$ cat config.mk
export PLATFORM = sky130hd
export DESIGN_NAME = histogram_lut_builder_flat
export DESIGN_NICKNAME = d
export VERILOG_FILES = /design/src/rtl/histogram_lut_builder_if.sv /design/src/rtl/histogram_lut_builder.sv /design/src/flat_wrapper.sv
export SDC_FILE = /design/constraint.sdc
export NUM_CORES = 2
export LEC_CHECK = 0
export ABC_AREA = 0
export CAP_MARGIN = 40
export CORE_AREA = 2 2 300 598
export DETAILED_ROUTE_END_ITERATION = 6
export DIE_AREA = 0 0 302 600
export PLACE_DENSITY = 0.68
export SLEW_MARGIN = 25
export SYNTH_ARGS = -nofsm -noshare
export SYNTH_HDL_FRONTEND = slang
export SYNTH_SLANG_ARGS = --single-unit
$ cat constraint.sdc
create_clock -name clk -period 16 [get_ports clk]
set_input_delay 3.2 -clock clk [delete_from_list [all_inputs] [get_ports clk]]
set_output_delay 3.2 -clock clk [all_outputs]
set_load 0.02 [all_outputs]
$ cat src/rtl/histogram_lut_builder_if.sv
// Histogram read port and pixel stream bundle for histogram_lut_builder.
// The builder drives the read address and the mapped pixel stream (slave modport).
interface histogram_lut_builder_if;
    logic [7:0]  hist_addr_rd;
    logic [15:0] hist_data_rd;
    logic        hist_valid;
    logic [7:0]  in_pixel;
    logic        in_valid;
    logic        in_hs;
    logic        in_vs;
    logic [7:0]  out_pixel;
    logic        out_valid;
    logic        out_hs;
    logic        out_vs;

    modport master (
        output hist_data_rd, hist_valid, in_pixel, in_valid, in_hs, in_vs,
        input  hist_addr_rd, out_pixel, out_valid, out_hs, out_vs
    );

    modport slave (
        input  hist_data_rd, hist_valid, in_pixel, in_valid, in_hs, in_vs,
        output hist_addr_rd, out_pixel, out_valid, out_hs, out_vs
    );
endinterface

$ cat src/rtl/histogram_lut_builder.sv
// Builds a histogram-equalisation LUT from the calculator's bins and maps the pixel stream.
// Optional HEQ_LUT_DOUBLE_BUFFER_EN: two LUT banks, build writes the inactive one.
module histogram_lut_builder #(
    parameter int unsigned FRAME_LOG2 = 8,
    parameter int unsigned CDF_W      = 24,
    parameter int unsigned RD_TIMEOUT = 16
) (
    input  logic                    clk,
    input  logic                    rst,
    input  logic                    start,
    histogram_lut_builder_if.slave  bus,
    output logic                    busy,
    output logic                    lut_ready,
    output logic                    rd_err
);
    localparam int unsigned SUM_W  = CDF_W + 1;
    localparam int unsigned PROD_W = CDF_W + 8;
    localparam int unsigned TMO_W  = $clog2(RD_TIMEOUT + 1);

    typedef enum logic [2:0] {S_IDLE, S_REQ, S_WAIT, S_ACC, S_DONE} state_t;

    state_t             state;
    logic [7:0]         bin;
    logic [CDF_W-1:0]   cdf;
    logic [TMO_W-1:0]   tmo;

    logic [SUM_W-1:0]   cdf_sum_c;
    logic [CDF_W-1:0]   cdf_next_c;
    logic [PROD_W-1:0]  scaled_c;
    logic [7:0]         lut_val_c;
    logic               lut_we_c;
    logic [7:0]         map_c;
    logic               identity_c;

    // Saturating CDF step and scaled, clamped LUT entry for the current bin
    always_comb begin
        cdf_sum_c  = {1'b0, cdf} + SUM_W'(bus.hist_data_rd);
        cdf_next_c = cdf_sum_c[CDF_W] ? {CDF_W{1'b1}} : cdf_sum_c[CDF_W-1:0];
        scaled_c   = (PROD_W'(cdf_next_c) * PROD_W'(255)) >> FRAME_LOG2;
        lut_val_c  = (scaled_c > PROD_W'(255)) ? 8'hFF : scaled_c[7:0];
        lut_we_c   = (state == S_WAIT) && bus.hist_valid && !rst;
    end

`ifdef HEQ_LUT_DOUBLE_BUFFER_EN
    logic [7:0] lut_mem [0:1][0:255];
    logic       bank_sel;

    always_ff @(posedge clk) begin
        if (lut_we_c)
            lut_mem[~bank_sel][bin] <= lut_val_c;
    end

    // Active bank flips only when a complete build is committed
    always_ff @(posedge clk) begin
        if (rst)
            bank_sel <= 1'b0;
        else if (state == S_DONE)
            bank_sel <= ~bank_sel;
    end

    assign map_c      = lut_mem[bank_sel][bus.in_pixel];
    assign identity_c = !lut_ready;
`else
    logic [7:0] lut_mem [0:255];

    always_ff @(posedge clk) begin
        if (lut_we_c)
            lut_mem[bin] <= lut_val_c;
    end

    // In-place rebuild: pass pixels through while the table is half old, half new
    assign map_c      = lut_mem[bus.in_pixel];
    assign identity_c = !lut_ready || busy;
`endif

    // Bin sweep controller
    always_ff @(posedge clk) begin
        if (rst) begin
            state            <= S_IDLE;
            bin              <= 8'd0;
            cdf              <= '0;
            tmo              <= '0;
            bus.hist_addr_rd <= 8'd0;
            busy             <= 1'b0;
            lut_ready        <= 1'b0;
            rd_err           <= 1'b0;
        end else begin
            case (state)
                S_IDLE: begin
                    if (start) begin
                        state  <= S_REQ;
                        cdf    <= '0;
                        bin    <= 8'd0;
                        busy   <= 1'b1;
                        rd_err <= 1'b0;
                    end
                end
                S_REQ: begin
                    bus.hist_addr_rd <= bin;
                    tmo              <= '0;
                    state            <= S_WAIT;
                end
                S_WAIT: begin
                    if (bus.hist_valid) begin
                        cdf   <= cdf_next_c;
                        state <= S_ACC;
                    end else if (tmo == TMO_W'(RD_TIMEOUT - 1)) begin
                        rd_err <= 1'b1;
                        busy   <= 1'b0;
                        state  <= S_IDLE;
                    end else begin
                        tmo <= tmo + TMO_W'(1);
                    end
                end
                S_ACC: begin
                    if (bin == 8'hFF) begin
                        state <= S_DONE;
                    end else begin
                        bin   <= bin + 8'd1;
                        state <= S_REQ;
                    end
                end
                S_DONE: begin
                    lut_ready <= 1'b1;
                    busy      <= 1'b0;
                    state     <= S_IDLE;
                end
                default: state <= S_IDLE;
            endcase
        end
    end

    // One-cycle pixel path with sync pass-through
    always_ff @(posedge clk) begin
        if (rst) begin
            bus.out_pixel <= 8'd0;
            bus.out_valid <= 1'b0;
            bus.out_hs    <= 1'b0;
            bus.out_vs    <= 1'b0;
        end else begin
            bus.out_valid <= bus.in_valid;
            bus.out_hs    <= bus.in_hs;
            bus.out_vs    <= bus.in_vs;
            if (bus.in_valid)
                bus.out_pixel <= identity_c ? bus.in_pixel : map_c;
        end
    end
endmodule

$ cat src/flat_wrapper.sv
// flat-port wrapper written by rule: the top's interface ports become plain ports
module histogram_lut_builder_flat 
#(
    parameter int unsigned FRAME_LOG2 = 8,
    parameter int unsigned CDF_W      = 24,
    parameter int unsigned RD_TIMEOUT = 16
)
  (clk, rst, start, busy, lut_ready, rd_err, bus_hist_data_rd, bus_hist_valid, bus_in_pixel, bus_in_valid, bus_in_hs, bus_in_vs, bus_hist_addr_rd, bus_out_pixel, bus_out_valid, bus_out_hs, bus_out_vs);
  histogram_lut_builder_if bus_i ();
  input  logic clk;
  input  logic rst;
  input  logic start;
  output logic busy;
  output logic lut_ready;
  output logic rd_err;
  input wire logic [$bits(bus_i.hist_data_rd)-1:0] bus_hist_data_rd;
  input wire logic [$bits(bus_i.hist_valid)-1:0] bus_hist_valid;
  input wire logic [$bits(bus_i.in_pixel)-1:0] bus_in_pixel;
  input wire logic [$bits(bus_i.in_valid)-1:0] bus_in_valid;
  input wire logic [$bits(bus_i.in_hs)-1:0] bus_in_hs;
  input wire logic [$bits(bus_i.in_vs)-1:0] bus_in_vs;
  output wire logic [$bits(bus_i.hist_addr_rd)-1:0] bus_hist_addr_rd;
  output wire logic [$bits(bus_i.out_pixel)-1:0] bus_out_pixel;
  output wire logic [$bits(bus_i.out_valid)-1:0] bus_out_valid;
  output wire logic [$bits(bus_i.out_hs)-1:0] bus_out_hs;
  output wire logic [$bits(bus_i.out_vs)-1:0] bus_out_vs;
  assign bus_i.hist_data_rd = bus_hist_data_rd;
  assign bus_i.hist_valid = bus_hist_valid;
  assign bus_i.in_pixel = bus_in_pixel;
  assign bus_i.in_valid = bus_in_valid;
  assign bus_i.in_hs = bus_in_hs;
  assign bus_i.in_vs = bus_in_vs;
  assign bus_hist_addr_rd = bus_i.hist_addr_rd;
  assign bus_out_pixel = bus_i.out_pixel;
  assign bus_out_valid = bus_i.out_valid;
  assign bus_out_hs = bus_i.out_hs;
  assign bus_out_vs = bus_i.out_vs;
  histogram_lut_builder #(.FRAME_LOG2(FRAME_LOG2), .CDF_W(CDF_W), .RD_TIMEOUT(RD_TIMEOUT)) u_core (.clk(clk), .rst(rst), .start(start), .bus(bus_i), .busy(busy), .lut_ready(lut_ready), .rd_err(rd_err));
endmodule
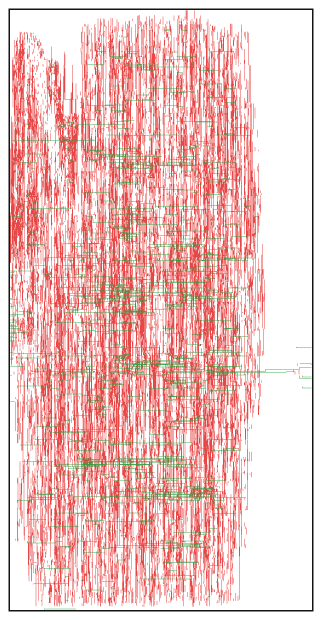
(metal layers overlaid)
(1 px per µm) Two of the layers only.
M2 -> red  # wire length 122 mm
M3 -> green  # wire length 13100 µm
Overall Global Routing Usage: 24.7%
Post-Route WL: 223 mm
total number of vias: 44759
Avg WL per Cell: 31.0 µm

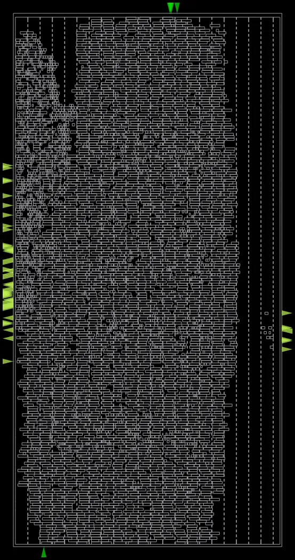
(cell placement)
fin util: 55.4%
Fillers: 13133
flop share of the area: 64.2%
sequential cells: 2110
fin cells: 7190

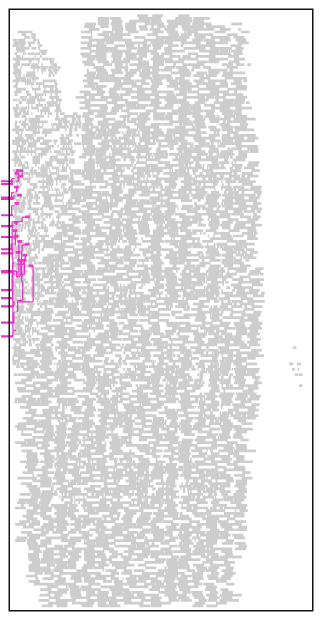
(I/O nets highlighted)
(1 px per µm)
bus_hist_data_rd -> magenta  # bits 16, direction input, end cells 17, buffers 16, wire 583 µm
# IOs: 53
port bufs: 52

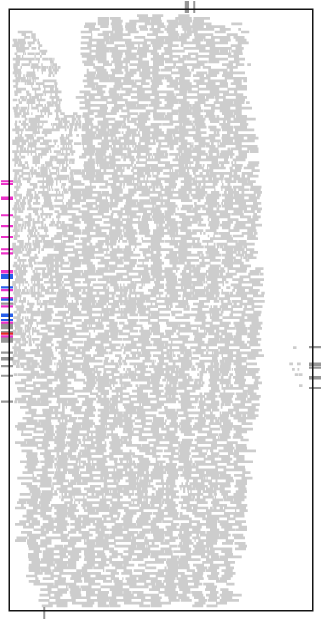
(ports around the boundary)
(1 px per µm) Pins as bars across the die edge, other pins in gray.
bus_hist_data_rd -> magenta  # pins 16, direction input, edge west
bus_hist_addr_rd -> blue  # pins 8, direction output, edge west
busy -> red  # pins 1, direction output, edge west
all pins by edge = 41 west, 7 east, 4 north, 1 south
Die H: 600 µm
Die Width: 302 µm

==> layout make-up <==
cell class / instances / area share [%]
flip-flops and latches: 2110 / 64.2
repair buffers: 283 / 2.66
clock buffers: 198 / 4.63
clock inverters: 105 / 1.03
diodes: 6 / 0.0154
well taps: 2310 / 2.96
multi-input cells: 2003 / 23.8
inverters: 175 / 0.672
==> through the flow <==
step | area (µm²) | std cells
floorplan | 87900 | 4537
global route | 97700 | 7187
global placement | 90600 | 6717
detailed placement | 91400 | 6801
CTS | 96900 | 7104
finish | 97700 | 7190
==> per-layer routing <==
layer	global-route usage, %	share of wire (%)	vias to the layer above
met1	27.4	33	23664
met5	0	0.0054	-
met4	14.3	6.5	2
met3	3.36	5.9	530
met2	45.2	55	1849
li1	-	-	18714
==> worst max-delay path by stage <==
stage                        startpoint                    end  slack, ns  depth (start not counted)
global route        bus_hist_data_rd[0]  u_core.lut_mem[22][4]       3.20                         31
CTS                 bus_hist_data_rd[1]  u_core.lut_mem[16][6]       3.97                         27
floorplan           bus_hist_data_rd[1]   u_core.lut_mem[0][6]       0.48                         25
global placement    bus_hist_data_rd[1]  u_core.lut_mem[20][2]       2.92                         27
detailed placement  bus_hist_data_rd[1]  u_core.lut_mem[18][6]       3.13                         27
finish              bus_hist_data_rd[0]  u_core.lut_mem[22][4]       3.81                         30
==> power groups by stage <==
stage | logic [mW] | registers (mW) | clock network (mW)
after floorplan | 1.59 | 6.51 | 0
after global placement | 2.26 | 6.38 | 0
after detailed placement | 2.30 | 6.38 | 0
after CTS | 2.31 | 6.26 | 4.31
after global routing | 2.58 | 6.26 | 4.48
final | 2.33 | 6.26 | 4.25
==> kinds of logic after synthesis <==
| group | share of synthesized area [%] |
|---|---|
| AOI/OAI and AO/OA | 3.19 |
| adders and majority gates | 3.40 |
| and+or+nand+nor | 3.52 |
| buffers and inverters | 2.34 |
| xor gates and xnor gates | 0.439 |
| DFF | 71.4 |
| muxes | 15.7 |
==> worst register-to-register path, delay by kind of cell (launching register included) <==
| family | cells | cell delay, ns |
|---|---|---|
| simple gates | 5 | 1.81 |
| mux | 1 | 0.39 |
| buf+inv | 4 | 0.82 |
| flops | 1 | 0.33 |
| fa+ha+maj | 7 | 2.56 |
| compound gates | 11 | 2.84 |
| xor+xnor | 1 | 0.17 |
==> state kept, by name, indices dropped and copies added, names as in the netlist <==
| register | flops |
|---|---|
| u_core.cdf | 24 |
| u_core.bin | 8 |
| u_core.lut_mem | 2048 |
| u_core.lut_ready | 1 |
| u_core.bus.hist_addr_rd | 8 |
| u_core.state | 3 |
| u_core.busy | 1 |
| u_core.tmo | 5 |
| u_core.bus.out_valid | 1 |
| u_core.bus.out_pixel | 8 |
| u_core.bus.out_hs | 1 |
| u_core.bus.out_vs | 1 |
| u_core.rd_err | 1 |
==> results.py <==
# Physical implementation metrics
metrics = {
    "synthesis": {
        "synth_area_per_cell_um2": 19.4,
        "ys_area_um2": 87900,
        "edf_count": 2048,
        "syn_area_um2": 87900,
        "synth_top_cell_by_count": "edfxtp_1",
        "synth_cell_types": 73,
        "syn_nets": 4747,
        "top_cell_area_share_pct": 70.0,
        "top_cells_by_area": "edfxtp_1 70%, mux4_2 14%, fa_1 2.3%",
        "synthArstFlopShare_pct": 0,
        "postSynthSeqShare_pct": 71.4,
    },
    "status": {
        "status": "completed",
    },
    "timing": {
        "setup_viol": 0,
        "tightest_slew_ns": 1.14,
        "maxSlewHeadroom_pct": 24.1,
        "setup_tns_ns": 0,
        "fmax_mhz": 82.1,
        "whs_ns": 0.461,
        "hold_viol": 0,
        "report.final.slew_viol_count": 0,
        "skew_ns": 0.0511,
        "rsz0062_at_grt": "false",
        "fin_crit_ns": 12.19,
    },
    "clock_network": {
        "root_buffer": "clkbuf_16",
        "post_cts_buffers": 0,
        "cts_sinks": 2110,
        "clkTransAtPathRegs_ns": 0.06,
        "cts-htree-levels": 4,
        "cts_buffers": 173,
        "clk_path_buf_depth": 4,
    },
    "global_route": {
        "grt_first_pass_wirelength_mm": 321,
        "antenna_found_initial": 3,
        "grt_overflow": 0,
        "grt_max_degree": 201,
        "grt_pass1_vias": 46262,
    },
    "worst_setup_path": {
        "reg2reg_slack_ns": 6.32,
        "r2r-start": "u_core.cdf[0]",
        "critical-path-top-delay-family": "AND-OR/OR-AND gates",
        "worstSetupEndpointType": "flip-flop",
        "crit_top_cell": "ha_1",
        "reg2reg_to": "u_core.lut_mem[22][4]",
        "crit_buf_inv": 5,
        "crit_arrival_ns": 12.51,
        "critPathMaxFanout": 196,
        "r2r_cells": 29,
        "critPathLaunchType": "primary input",
    },
    "pwr": {
        "combinationalPowerShare_pct": 18.2,
        "power.total_mw": 12.8,
        "pwr-share-clk_pct": 33.1,
        "seq_power_share_pct": 48.7,
        "swShare_pct": 27.2,
    },
    "final_layout": {
        "seqCellArea_um2": 62700,
        "drive_gt1_share_pct": 23.0,
        "final_cell_mix": "2048 x edfxtp_1, 543 x mux4_2, 325 x nor2_1",
    },
    "placement": {
        "hpwl_mm": 141,
        "pre_cts_ws_ns": 3.13,
    },
    "job": {
        "log.warning_count": 55,
    },
    "die": {
        "initCoreUtil_pct": 49.8,
        "dieArea_um2": 181000,
        "rows": 218,
    },
    "hold_path": {
        "hp-class": "reg -> reg",
        "hp-start": "u_core.bus.hist_addr_rd[3]",
    },
    "route": {
        "ant_nets": 0,
        "vias_per_cell": 6.23,
        "firstDrtPassIters": 6,
    },
}
Power is estimated from default activity; no workload was simulated.
